Run 1, pin placement:
Pins as bars across the die edge, other pins in grey.
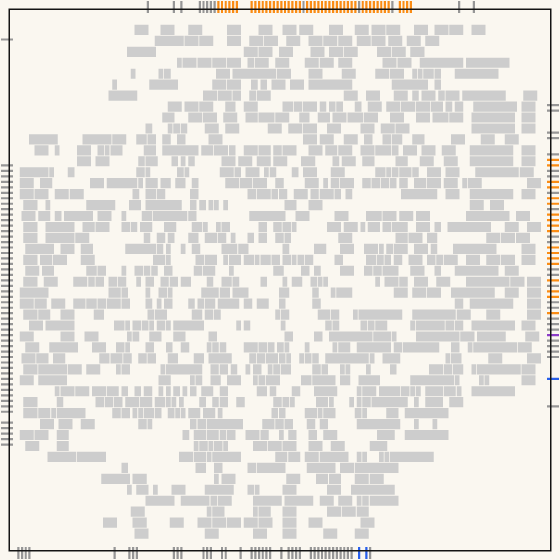
Run 1, placement view:
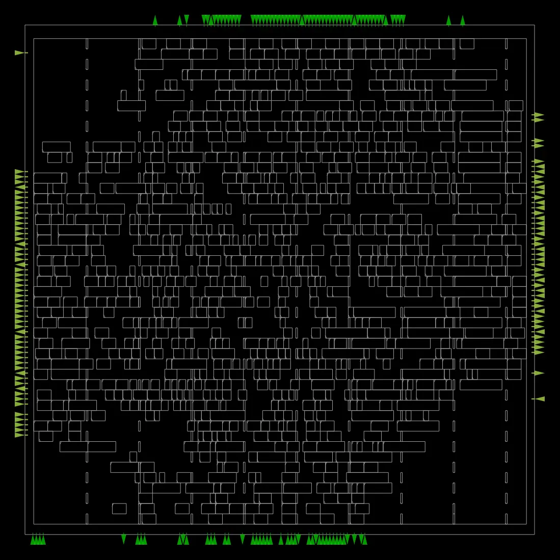
Run 1, clock network drawn from the DEF:
Bar = 50 um.
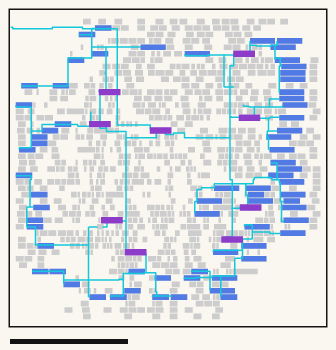
`src/rtl/rs_issue_scheduler_pkg.sv`:
```
// Shared definitions for the reservation-station issue scheduler.
// Contents: RS/FU geometry, FU encodings, the registered grant record and
// a ROB-age helper used by the oldest-first picker.
package rs_issue_scheduler_pkg;

    localparam int RS_ROWS = 16;
    localparam int NUM_FUS = 3;

    localparam logic [1:0] FU_ALU0 = 2'd0;
    localparam logic [1:0] FU_ALU1 = 2'd1;
    localparam logic [1:0] FU_MUL  = 2'd2;

    typedef struct packed {
        logic       valid;
        logic [3:0] row;
        logic [3:0] rob;
    } issue_grant;

    // Distance from the ROB head; 4-bit wraparound gives mod-16 for free.
    function automatic logic [3:0] rob_age(logic [3:0] rob, logic [3:0] head);
        return rob - head;
    endfunction

endpackage

```
`src/rtl/rs_issue_scheduler_if.sv`:
```
// RS <-> scheduler bus.
// master: RS owner side; drives row state and rob_head, receives grants.
// slave : scheduler side; receives row state, drives issue_valid/row/rob,
//         rs_clear and fu_idle.
interface rs_issue_scheduler_if #(
    parameter int NUM_RS = 16,
    parameter int NUM_FU = 3
);
    logic [NUM_RS-1:0]   rs_valid;
    logic [NUM_RS-1:0]   rs_src1_ready;
    logic [NUM_RS-1:0]   rs_src2_ready;
    logic [2*NUM_RS-1:0] rs_fu_index;
    logic [4*NUM_RS-1:0] rs_rob_index;
    logic [3:0]          rob_head;
    logic [NUM_FU-1:0]   issue_valid;
    logic [4*NUM_FU-1:0] issue_row;
    logic [4*NUM_FU-1:0] issue_rob;
    logic [NUM_RS-1:0]   rs_clear;
    logic [NUM_FU-1:0]   fu_idle;

    modport master (
        output rs_valid, rs_src1_ready, rs_src2_ready, rs_fu_index,
               rs_rob_index, rob_head,
        input  issue_valid, issue_row, issue_rob, rs_clear, fu_idle
    );

    modport slave (
        input  rs_valid, rs_src1_ready, rs_src2_ready, rs_fu_index,
               rs_rob_index, rob_head,
        output issue_valid, issue_row, issue_rob, rs_clear, fu_idle
    );
endinterface

```
`src/rtl/rs_issue_scheduler_oldest_pick.sv`:
```
// rs_oldest_pick: combinational single-winner picker over an eligible mask.
// Ports: eligible (row mask), rob_index (4 bits per row), rob_head,
//        found (any eligible), row (winning row index).
// Config: RS_ISSUE_AGE_EN selects smallest ROB age (ties -> lowest row);
//         otherwise lowest eligible row wins and ROB inputs are ignored.
module rs_oldest_pick
    import rs_issue_scheduler_pkg::*;
#(
    parameter int NUM_RS = RS_ROWS
) (
    input  logic [NUM_RS-1:0]   eligible,
    input  logic [4*NUM_RS-1:0] rob_index,
    input  logic [3:0]          rob_head,
    output logic                found,
    output logic [3:0]          row
);

`ifdef RS_ISSUE_AGE_EN
    logic [3:0] age;
    logic [3:0] best_age;

    always_comb begin
        found    = 1'b0;
        row      = '0;
        age      = '0;
        best_age = '0;
        // Strict less-than keeps the lower row on equal age.
        for (int unsigned r = 0; r < NUM_RS; r++) begin
            age = rob_age(rob_index[4*r +: 4], rob_head);
            if (eligible[r] && (!found || age < best_age)) begin
                found    = 1'b1;
                row      = 4'(r);
                best_age = age;
            end
        end
    end
`else
    logic unused_rob;
    assign unused_rob = ^{rob_index, rob_head};

    always_comb begin
        found = 1'b0;
        row   = '0;
        for (int unsigned r = 0; r < NUM_RS; r++) begin
            if (eligible[r] && !found) begin
                found = 1'b1;
                row   = 4'(r);
            end
        end
    end
`endif

endmodule

```
`src/rtl/rs_issue_scheduler.sv`:
```
// rs_issue_scheduler: grants at most one ready RS row per functional unit
// per cycle, registered one cycle after eligibility.
// Ports: clk, rst (sync, active-high), flush (drop pending/in-flight state),
//        stall (no new grants), bus (rs_issue_scheduler_if.slave: RS row
//        state in; issue_valid/row/rob, rs_clear pulses, fu_idle out).
// Config: RS_ISSUE_AGE_EN -> oldest-first by ROB age, else lowest row.
module rs_issue_scheduler
    import rs_issue_scheduler_pkg::*;
#(
    parameter int NUM_RS  = RS_ROWS,
    parameter int NUM_FU  = NUM_FUS,
    parameter int FU0_LAT = 1,
    parameter int FU1_LAT = 1,
    parameter int FU2_LAT = 3
) (
    input  logic clk,
    input  logic rst,
    input  logic flush,
    input  logic stall,
    rs_issue_scheduler_if.slave bus
);

    function automatic logic [2:0] fu_reload(int unsigned f);
        case (f)
            0:       return 3'(FU0_LAT - 1);
            1:       return 3'(FU1_LAT - 1);
            default: return 3'(FU2_LAT - 1);
        endcase
    endfunction

    logic [NUM_RS-1:0] pending;
    logic [NUM_RS-1:0] ready;
    logic [NUM_RS-1:0] grant_mask;
    logic [NUM_RS-1:0] clear_q;
    logic [2:0]        busy_cnt [NUM_FU];
    issue_grant        grant_q  [NUM_FU];
    logic [NUM_FU-1:0] pick_found;
    logic [3:0]        pick_row [NUM_FU];

    // pending masks a granted row until its in_use bit has dropped once.
    assign ready = bus.rs_valid & bus.rs_src1_ready & bus.rs_src2_ready & ~pending;

    for (genvar f = 0; f < NUM_FU; f++) begin : g_fu
        logic [NUM_RS-1:0] elig;

        always_comb begin
            elig = '0;
            for (int unsigned r = 0; r < NUM_RS; r++) begin
                elig[r] = ready[r] && (bus.rs_fu_index[2*r +: 2] == 2'(f));
            end
            if (busy_cnt[f] != '0 || stall || flush) begin
                elig = '0;
            end
        end

        rs_oldest_pick #(.NUM_RS(NUM_RS)) u_pick (
            .eligible  (elig),
            .rob_index (bus.rs_rob_index),
            .rob_head  (bus.rob_head),
            .found     (pick_found[f]),
            .row       (pick_row[f])
        );
    end

    // Each row targets a single FU, so winners never collide in the mask.
    always_comb begin
        grant_mask = '0;
        for (int unsigned f = 0; f < NUM_FU; f++) begin
            if (pick_found[f]) begin
                grant_mask[pick_row[f]] = 1'b1;
            end
        end
    end

    always_ff @(posedge clk) begin
        if (rst) begin
            pending <= '0;
            clear_q <= '0;
            for (int unsigned f = 0; f < NUM_FU; f++) begin
                busy_cnt[f] <= '0;
                grant_q[f]  <= '0;
            end
        end else if (flush) begin
            pending <= '0;
            clear_q <= '0;
            for (int unsigned f = 0; f < NUM_FU; f++) begin
                busy_cnt[f]      <= '0;
                grant_q[f].valid <= 1'b0;
            end
        end else begin
            pending <= (pending & bus.rs_valid) | grant_mask;
            clear_q <= grant_mask;
            for (int unsigned f = 0; f < NUM_FU; f++) begin
                if (pick_found[f]) begin
                    grant_q[f]  <= '{valid: 1'b1,
                                     row:   pick_row[f],
                                     rob:   bus.rs_rob_index[4*pick_row[f] +: 4]};
                    busy_cnt[f] <= fu_reload(f);
                end else begin
                    grant_q[f].valid <= 1'b0;
                    if (busy_cnt[f] != '0) begin
                        busy_cnt[f] <= busy_cnt[f] - 1'b1;
                    end
                end
            end
        end
    end

    always_comb begin
        bus.issue_valid = '0;
        bus.issue_row   = '0;
        bus.issue_rob   = '0;
        bus.fu_idle     = '0;
        for (int unsigned f = 0; f < NUM_FU; f++) begin
            bus.issue_valid[f]      = grant_q[f].valid;
            bus.issue_row[4*f +: 4] = grant_q[f].row;
            bus.issue_rob[4*f +: 4] = grant_q[f].rob;
            bus.fu_idle[f]          = (busy_cnt[f] == '0);
        end
    end

    assign bus.rs_clear = clear_q;

endmodule

```
`src/flat_wrapper.sv`:
```
// flat-port wrapper written by rule: the top's interface ports become plain ports
module rs_issue_scheduler_flat import rs_issue_scheduler_pkg::*;
#(
    parameter int NUM_RS  = RS_ROWS,
    parameter int NUM_FU  = NUM_FUS,
    parameter int FU0_LAT = 1,
    parameter int FU1_LAT = 1,
    parameter int FU2_LAT = 3
)
  (clk, rst, flush, stall, bus_rs_valid, bus_rs_src1_ready, bus_rs_src2_ready, bus_rs_fu_index, bus_rs_rob_index, bus_rob_head, bus_issue_valid, bus_issue_row, bus_issue_rob, bus_rs_clear, bus_fu_idle);
  rs_issue_scheduler_if #(.NUM_RS(NUM_RS), .NUM_FU(NUM_FU)) bus_i ();
  input  logic clk;
  input  logic rst;
  input  logic flush;
  input  logic stall;
  input wire logic [$bits(bus_i.rs_valid)-1:0] bus_rs_valid;
  input wire logic [$bits(bus_i.rs_src1_ready)-1:0] bus_rs_src1_ready;
  input wire logic [$bits(bus_i.rs_src2_ready)-1:0] bus_rs_src2_ready;
  input wire logic [$bits(bus_i.rs_fu_index)-1:0] bus_rs_fu_index;
  input wire logic [$bits(bus_i.rs_rob_index)-1:0] bus_rs_rob_index;
  input wire logic [$bits(bus_i.rob_head)-1:0] bus_rob_head;
  output wire logic [$bits(bus_i.issue_valid)-1:0] bus_issue_valid;
  output wire logic [$bits(bus_i.issue_row)-1:0] bus_issue_row;
  output wire logic [$bits(bus_i.issue_rob)-1:0] bus_issue_rob;
  output wire logic [$bits(bus_i.rs_clear)-1:0] bus_rs_clear;
  output wire logic [$bits(bus_i.fu_idle)-1:0] bus_fu_idle;
  assign bus_i.rs_valid = bus_rs_valid;
  assign bus_i.rs_src1_ready = bus_rs_src1_ready;
  assign bus_i.rs_src2_ready = bus_rs_src2_ready;
  assign bus_i.rs_fu_index = bus_rs_fu_index;
  assign bus_i.rs_rob_index = bus_rs_rob_index;
  assign bus_i.rob_head = bus_rob_head;
  assign bus_issue_valid = bus_i.issue_valid;
  assign bus_issue_row = bus_i.issue_row;
  assign bus_issue_rob = bus_i.issue_rob;
  assign bus_rs_clear = bus_i.rs_clear;
  assign bus_fu_idle = bus_i.fu_idle;
  rs_issue_scheduler #(.NUM_RS(NUM_RS), .NUM_FU(NUM_FU), .FU0_LAT(FU0_LAT), .FU1_LAT(FU1_LAT), .FU2_LAT(FU2_LAT)) u_core (.clk(clk), .rst(rst), .flush(flush), .stall(stall), .bus(bus_i));
endmodule
```
`config.mk`:
```
export PLATFORM = sky130hd
export DESIGN_NAME = rs_issue_scheduler_flat
export DESIGN_NICKNAME = d
export VERILOG_FILES = /design/src/rtl/rs_issue_scheduler_pkg.sv /design/src/rtl/rs_issue_scheduler_if.sv /design/src/rtl/rs_issue_scheduler_oldest_pick.sv /design/src/rtl/rs_issue_scheduler.sv /design/src/flat_wrapper.sv
export SDC_FILE = /design/constraint.sdc
export NUM_CORES = 1
export LEC_CHECK = 0
export CORE_MARGIN = 2
export CORE_UTILIZATION = 35
export DETAILED_ROUTE_END_ITERATION = 10
export PLACE_DENSITY = 0.64
export SETUP_SLACK_MARGIN = 0.15
export SLEW_MARGIN = 20
export SYNTH_ARGS = -nofsm -noshare
export SYNTH_HDL_FRONTEND = slang
export SYNTH_SLANG_ARGS = --single-unit
```
`constraint.sdc`:
```
create_clock -name clk -period 6.2 [get_ports clk]
set_input_delay 0.62 -clock clk [delete_from_list [all_inputs] [get_ports clk]]
set_output_delay 0.62 -clock clk [all_outputs]
set_load 0.01 [all_outputs]
```
==> qor.yml, run 1 <==
status: "completed"
final_area_sq_um: 8390
finalCritPeriodShare: 0.686
drt-initial-drc-count: 606
cp_num_cells: 11
tool_warnings: 33
lay_top_cells: "clkdlybuf4s50_1, mux2i_1, nor2_1, nand2_1, a21oi_1"
crit_path_end: "u_core.grant_q[2][2]"
comb_share: 0.477
clk_share: 0.0364
fmax_mhz: 235
seqCellArea_sq_um: 1710
grt_overflow: 0
wl_met1_mm: 8.98
grt_pass1_wl_mm: 33.5
met3_usage: 0.0616
top_cell_area_share: 0.177
busiest_layer: "met2"
critPathCaptureType: "register"
reg2reg_from: "u_core.busy_cnt[2][0]"
wl_met2_mm: 10.1
synthAoiAreaFrac: 0.207
tns_ns: 0
finalHoldViolCount: 0
rr_endpoint: "u_core.grant_q[2][2]"
most_common_cell: "mux2i_1"
drt-pass1-iter-count: 5
synth_stat.cells: 681
regMostFlops: "u_core.grant_q"
synthCells: 681
avgSynthCellArea_sq_um: 8.71
max_stage_delay_ns: 0.66
fin_crit_ns: 4.26
signal_buffers: 203
num-nonclk-inverters: 24
cts-root-buf: "clkbuf_16"
place_area_sq_um: 8090
tap_cells: 220
nets: 1029
r2r_slack_ns: 2.29
hpwl_mm: 17.1
power_density_nw_per_um2: 199
top_layer: "met4"
flop-count: 68
crit_required_ns: 6.27
grt_max_degree: 47
cp-start-kind: "input pin"
cts_resized: 0
ys.flops: 68
grt.total_usage: 0.241
ir_drop_mv: 0.147
yosysWarnings: 0
hold-path-cell-count: 2
final_common_cell: "clkdlybuf4s50_1"
dieArea_sq_um: 18000
rsz0062_at_grt: "no"
largest_reg_flops: 27
clkTransAtPathRegs_ns: 0.06
top_area_cell_class: "combinational gates"
postCtsSetupRepairBufs: 0
cts_inserted_buffers: 9
num-clock-buffers: 9
top_cells_by_area: "edfxtp_1, mux2i_1, dfxtp_1, nor2_1, a21oi_1"
Notes on 'pin placement' above:
Key: bus_fu_idle = blue [pins 3, direction output, edge 2 bottom, 1 right]; rst = purple [pins 1, direction input, edge right]; bus_rs_rob_index = orange [pins 64, direction input, edge 46 top, 18 right]
All pins by edge: 59 top, 52 left, 44 right, 43 bottom.
die width: 134 um
port bufs: 193

Notes on 'placement view' above:
num rows: 47
Post-Layout Cell Count: 1096
core area: 16600 sq um

Notes on 'clock network drawn from the DEF' above:
Key: flip-flops = blue [count 68]; cells driving clock nets = purple [count 9]; clock wires = cyan [length 1100 um]
There are 10 routed clock nets.
clock distribution power: 0.542 mW
Clk Latency, worst-skew pair: 0.35 ns
Final Skew: 0.00950 ns

run 1: stage by stage:
| stage | instances | setup WS [ns] | power (mW) |
|---|---|---|---|
| floorplan | 682 | 3.09 | 0.864 |
| global placement | 1080 | 1.68 | 1.13 |
| detailed placement | 1080 | 1.65 | 1.13 |
| CTS | 1096 | 2.03 | 1.67 |
| global route | 1096 | 1.68 | 1.74 |
| finish | 1096 | 1.94 | 1.67 |
run 1: power by group:
group | internal (mW) | total [mW] | switching, mW | leakage [nW]
clock network | 0.317 | 0.542 | 0.225 | 0.143
logic | 0.275 | 0.591 | 0.315 | 2.19
registers | 0.518 | 0.538 | 0.0192 | 0.637
run 1: tightest hold or removal path, cell delays in order, from the launching register on:
cell	delay, ns
dfxtp_1	0.31
nand2_1	0.06
a21oi_1	0.05
==> inputs of run 2 (changes only) <==
==> constraint.sdc (replaced) <==
create_clock -name clk -period 4.2 [get_ports clk]
set_input_delay 0.42 -clock clk [delete_from_list [all_inputs] [get_ports clk]]
set_output_delay 0.42 -clock clk [all_outputs]
set_load 0.01 [all_outputs]
==> run 2 against run 1 <==
Against the previous run:
- non-clock buffer count up 22
- synthesized cell count unchanged
- flip-flop count did not move
- register-to-register slack lost 1.6 ns
- global-route usage rose by 0.68 points
- clock power grew 55%
- clock skew is 0.0039 ns lower
- count of clock-buffer cells in the layout unchanged
- setup slack got worse by 1.3 ns
- critical path type unchanged
- largest power group unchanged
- highest routed layer unchanged
==> qor.yml, run 2 <==
rsz0062_at_grt: "no"  # unchanged
yosysUniqueCellTypes: 75  # unchanged
power_density_nw_per_um2: 295  # was 199 nW/um^2
p_seq_mw: 0.794  # was 0.538 mW
cts_resized: 0  # unchanged
ctsHtreeMaxLevel: 3  # unchanged
core_area_sq_um: 16600  # unchanged
clkTransAtPathRegs_ns: 0.06  # about the same
power_mw: 2.55  # was 1.67 mW
nets: 1051  # was 1029
seqCellArea_sq_um: 1710  # unchanged
intPower_mw: 1.73  # was 1.11 mW
lay_top_cells: "clkdlybuf4s50_1, mux2i_1, nor2_1, nand2_1, a21oi_1"  # unchanged
cp_num_cells: 11  # unchanged
wl_met2_mm: 10.2  # was 10.1 mm
grt_overflow: 0  # unchanged
place_area_sq_um: 8310  # was 8090 sq um
dp.cells: 1102  # was 1080
rows: 47  # unchanged
r2r_slack_ns: 0.72  # was 2.29 ns
top_layer: "met4"  # unchanged
yosysWarnings: 0  # unchanged
ys.flops: 68  # unchanged
synthCells: 681  # unchanged
comb_power_mw: 0.911  # was 0.591 mW
busiest_layer: "met2"  # unchanged
tool_warnings: 33  # unchanged
avgSynthCellArea_sq_um: 8.71  # unchanged
p_seq_frac: 0.312  # was 0.322
antenna_found_initial: 1  # was 0
grt_pass1_wl_mm: 34.2  # was 33.5 mm
maxCapViolCount: 0  # unchanged
min_to: "u_core.pending[7]"  # unchanged
final_common_cell: "clkdlybuf4s50_1"  # unchanged
cts-root-buf: "clkbuf_16"  # unchanged
switchingPower_mw: 0.822  # was 0.559 mW
finalHoldViolCount: 0  # unchanged
antenna_cells: 0  # unchanged
vias: 6532  # was 6427
netSwitchingFraction: 0.323  # was 0.335
insertion_delay_ns: 0.35  # about the same
simple_gate_share: 0.272  # unchanged
timing.final.ws_setup_ns: 0.600  # was 1.94 ns
finalCritPeriodShare: 0.857
fmax_mhz: 278
dieArea_sq_um: 18000  # unchanged
grt.total_usage: 0.248  # was 0.241
cp-start-kind: "input pin"  # unchanged
synth_area_sq_um: 5930  # unchanged
most_common_cell: "mux2i_1"  # unchanged
met3_usage: 0.0495  # was 0.0616
cp.buffers_inverters: 2  # unchanged
critPathCaptureType: "register"  # unchanged
place_ws_ns: 0.304  # was 1.65 ns
ys_sh_adder: 0.0127  # unchanged
status: "completed"  # unchanged
fin_cells: 1118  # was 1096
pwr-share-comb: 0.358  # was 0.354
hold-path-cell-count: 2  # unchanged
fp_util: 0.357  # unchanged
top_cells_by_area: "edfxtp_1, mux2i_1, dfxtp_1, nor2_1, a21oi_1"  # unchanged
largest_reg_flops: 27  # unchanged
clock-sinks: 68  # unchanged
hpwl_mm: 17.8  # was 17.1 mm
die_w_um: 134  # unchanged
portBuffers: 193  # unchanged
grt_max_degree: 35  # was 47
setup_viol: 0  # unchanged
postCtsSetupRepairBufs: 0  # unchanged
top_power_group: "combinational logic"  # unchanged
rr_endpoint: "u_core.grant_q[0][0]"  # was u_core.grant_q[2][2]
top_cell_area_share: 0.177  # unchanged
synthAoiAreaFrac: 0.207  # unchanged
final_area_sq_um: 8640  # was 8390 sq um
crit_required_ns: 4.28  # was 6.27 ns
tns_ns: 0  # unchanged
cts_inserted_buffers: 9  # unchanged
max_stage_delay_ns: 0.66  # about the same
crit_path_end: "u_core.grant_q[0][0]"  # was u_core.grant_q[2][2]
synth_stat.cells: 681  # unchanged
reg2reg_from: "u_core.busy_cnt[0][0]"  # was u_core.busy_cnt[2][0]
regMostFlops: "u_core.grant_q"  # unchanged
fin_crit_ns: 3.60
ir_drop_mv: 0.192  # was 0.147 mV
wl_met1_mm: 9.50  # was 8.98 mm
arrival_ns: 3.68  # was 4.33 ns
drt-pass1-iter-count: 5  # unchanged
drt-initial-drc-count: 785  # was 606
run 2: cell count changes in the layout (fill, tap and decap cells not counted):
cell	change
buf_4	+17
bufinv_16	+1
clkinvlp_4	-2
clkinv_4	+3
buf_12	+5
clkinv_2	+1
inv_6	-3
run 2: worst min-delay path: cells and delay by family, from the launching register on:
family           cells  cell delay (ns)
AND/OR/NAND/NOR      1             0.06
AND-OR/OR-AND        1             0.05
flip-flops           1             0.31
run 2: final cells by class:
| class | instances | share of cell area |
|---|---|---|
| Tap cell | 220 | 0.0319 |
| Sequential cell | 68 | 0.198 |
| Multi-Input combinational cell | 565 | 0.463 |
| Clock inverter | 7 | 0.0116 |
| Inverter | 24 | 0.0104 |
| Clock buffer | 9 | 0.0261 |
| Timing Repair Buffer | 225 | 0.259 |
Run 2, pin placement:
Pins as bars across the die edge, other pins in grey.
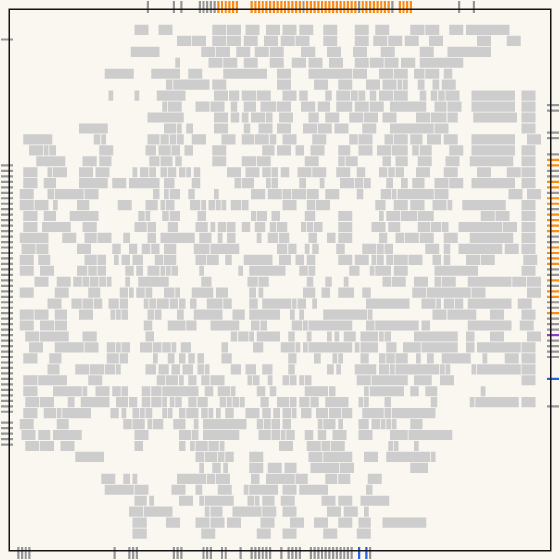
die height: 134 um

Run 2, clock network drawn from the DEF:
Bar = 50 um.
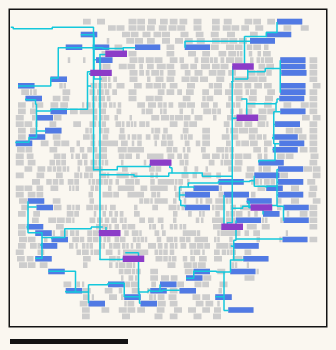
Key: cells driving clock nets = purple [count 9]; clock wires = cyan [length 1150 um]; flip-flops = blue [count 68]
Position of the flops: all over the die.
Clk pwr share: 0.331
Final Skew: 0.00556 ns
clock distribution power: 0.842 mW

==> inputs of run 3 (changes only) <==
--- a/config.mk
+++ b/config.mk
@@ -5,10 +5,14 @@
 export SDC_FILE = /design/constraint.sdc
 export NUM_CORES = 1
 export LEC_CHECK = 0
+export CELL_PAD_IN_SITES_DETAIL_PLACEMENT = 1
+export CELL_PAD_IN_SITES_GLOBAL_PLACEMENT = 2
+export CORE_ASPECT_RATIO = 1.1
 export CORE_MARGIN = 2
-export CORE_UTILIZATION = 35
+export CORE_UTILIZATION = 27
+export CTS_BUF_LIST = sky130_fd_sc_hd__clkbuf_4 sky130_fd_sc_hd__clkbuf_8 sky130_fd_sc_hd__clkbuf_16
 export DETAILED_ROUTE_END_ITERATION = 10
-export PLACE_DENSITY = 0.64
+export PLACE_DENSITY = 0.82
 export SETUP_SLACK_MARGIN = 0.15
 export SLEW_MARGIN = 20
 export SYNTH_ARGS = -nofsm -noshare
==> run 3 against run 2 <==
Against the previous run:
- register-to-register slack got worse by 0.04 ns
- global-route usage fell by 3.1 points
- setup slack worse by 0.016 ns
- critical path depth is the same
- clock power decreased by 13%
- via count decreased by 0.69%
- die area up 29%
- critical path type unchanged
==> qor.yml, run 3 <==
critPathCaptureType: "register"  # unchanged
busiest_layer: "met2"  # unchanged
intPower_mw: 1.63  # was 1.73 mW
fin_crit_ns: 3.62  # was 3.60 ns
max_stage_delay_ns: 0.60  # was 0.66 ns
dieArea_sq_um: 23200  # was 18000 sq um
fmax_mhz: 277  # was 278 MHz
antenna_cells: 0  # unchanged
fin_cells: 1197  # was 1118
power_density_nw_per_um2: 283  # was 295 nW/um^2
switchingPower_mw: 0.837  # was 0.822 mW
yosysWarnings: 0  # unchanged
ys.flops: 68  # unchanged
maxCapViolCount: 0  # unchanged
finalCritPeriodShare: 0.861  # was 0.857
grt.total_usage: 0.217  # was 0.248
pwr-share-comb: 0.382  # was 0.358
cts-root-buf: "clkbuf_16"  # unchanged
drt-initial-drc-count: 423  # was 785
grt_max_degree: 35  # unchanged
clock-sinks: 68  # unchanged
grt_overflow: 0  # unchanged
drt-pass1-iter-count: 7  # was 5
place_ws_ns: 0.320  # was 0.304 ns
nets: 1060  # was 1051
dp.cells: 1181  # was 1102
arrival_ns: 3.71  # was 3.68 ns
crit_required_ns: 4.29  # was 4.28 ns
reg2reg_from: "u_core.busy_cnt[1][0]"  # was u_core.busy_cnt[0][0]
place_area_sq_um: 8460  # was 8310 sq um
fp_util: 0.276  # was 0.357
p_seq_frac: 0.323  # was 0.312
hold-path-cell-count: 2  # unchanged
r2r_slack_ns: 0.68  # was 0.72 ns
die_height_um: 159  # was 134 um
antenna_found_initial: 0  # was 1
die_w_um: 145  # was 134 um
rows: 56  # was 47
tns_ns: 0  # unchanged
cp.buffers_inverters: 2  # unchanged
clk-power_mw: 0.729  # was 0.842 mW
status: "completed"  # unchanged
synth_stat.cells: 681  # unchanged
netSwitchingFraction: 0.339  # was 0.323
rr_endpoint: "u_core.grant_q[1][3]"  # was u_core.grant_q[0][0]
timing.final.ws_setup_ns: 0.585  # was 0.600 ns
portBuffers: 193  # unchanged
finalHoldViolCount: 0  # unchanged
yosysUniqueCellTypes: 75  # unchanged
top_cells_by_area: "edfxtp_1, mux2i_1, dfxtp_1, nor2_1, a21oi_1"  # unchanged
setup_viol: 0  # unchanged
rsz0062_at_grt: "no"  # unchanged
postCtsSetupRepairBufs: 0  # unchanged
synthAoiAreaFrac: 0.207  # unchanged
clkTransAtPathRegs_ns: 0.06  # about the same
largest_reg_flops: 27  # unchanged
comb_power_mw: 0.942  # was 0.911 mW
final_area_sq_um: 8730  # was 8640 sq um
avgSynthCellArea_sq_um: 8.71  # unchanged
top_cell_area_share: 0.177  # unchanged
lay_top_cells: "clkdlybuf4s50_1, mux2i_1, nor2_1, nand2_1"  # was clkdlybuf4s50_1, mux2i_1, nor2_1, nand2_1, a21oi_1
## run 3: layer usage
metal | up-vias | share of wire
li1 | 3092 | -
met3 | 36 | 0.051
met2 | 209 | 0.48
met5 | - | 0
met1 | 3150 | 0.44
met4 | 0 | 0.025
## run 3: cell type report
type	instances	area, sq um
Clock buffer	11	246
Clock inverter	5	27.5
Fill cell	2568	12700
Inverter	24	90.1
Multi-Input combinational cell	565	4000
Sequential cell	68	1710
Tap cell	290	363
Timing Repair Buffer	234	2290
## run 3: through the flow
stage	util	power, mW
2_1_floorplan	-	1.28
3_3_place_gp	0.394	1.73
3_5_place_dp	0.394	1.75
4_1_cts	0.407	2.48
5_1_grt	0.407	2.60
6_report	0.407	2.47
Run 3, clock network drawn from the DEF:
Bar = 50 um.
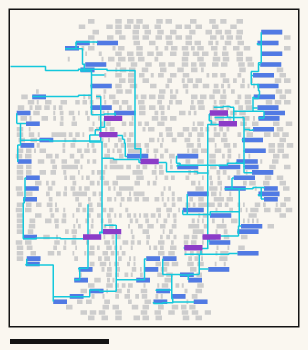
Key: cells driving clock nets = purple [count 9]; clock wires = cyan [length 1280 um]; flip-flops = blue [count 68]
There are 10 routed clock nets.
Clk Latency, worst-skew pair: 0.34 ns
Clk pwr share: 0.295
Final Skew: 0.00389 ns

Run 3, M3 wires:
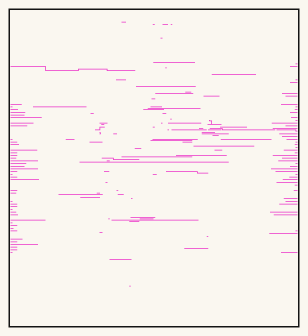
The wires run mostly horizontal. 137 nets have wire on it. The longest straight run is 75.0 um. The layer carries 1310 um of wire.
via count: 6487
DRT Wirelength: 25.4 mm
GR Layer Usage met3: 0.0344

No activity file was given, so power comes from the tool's default toggle rates.
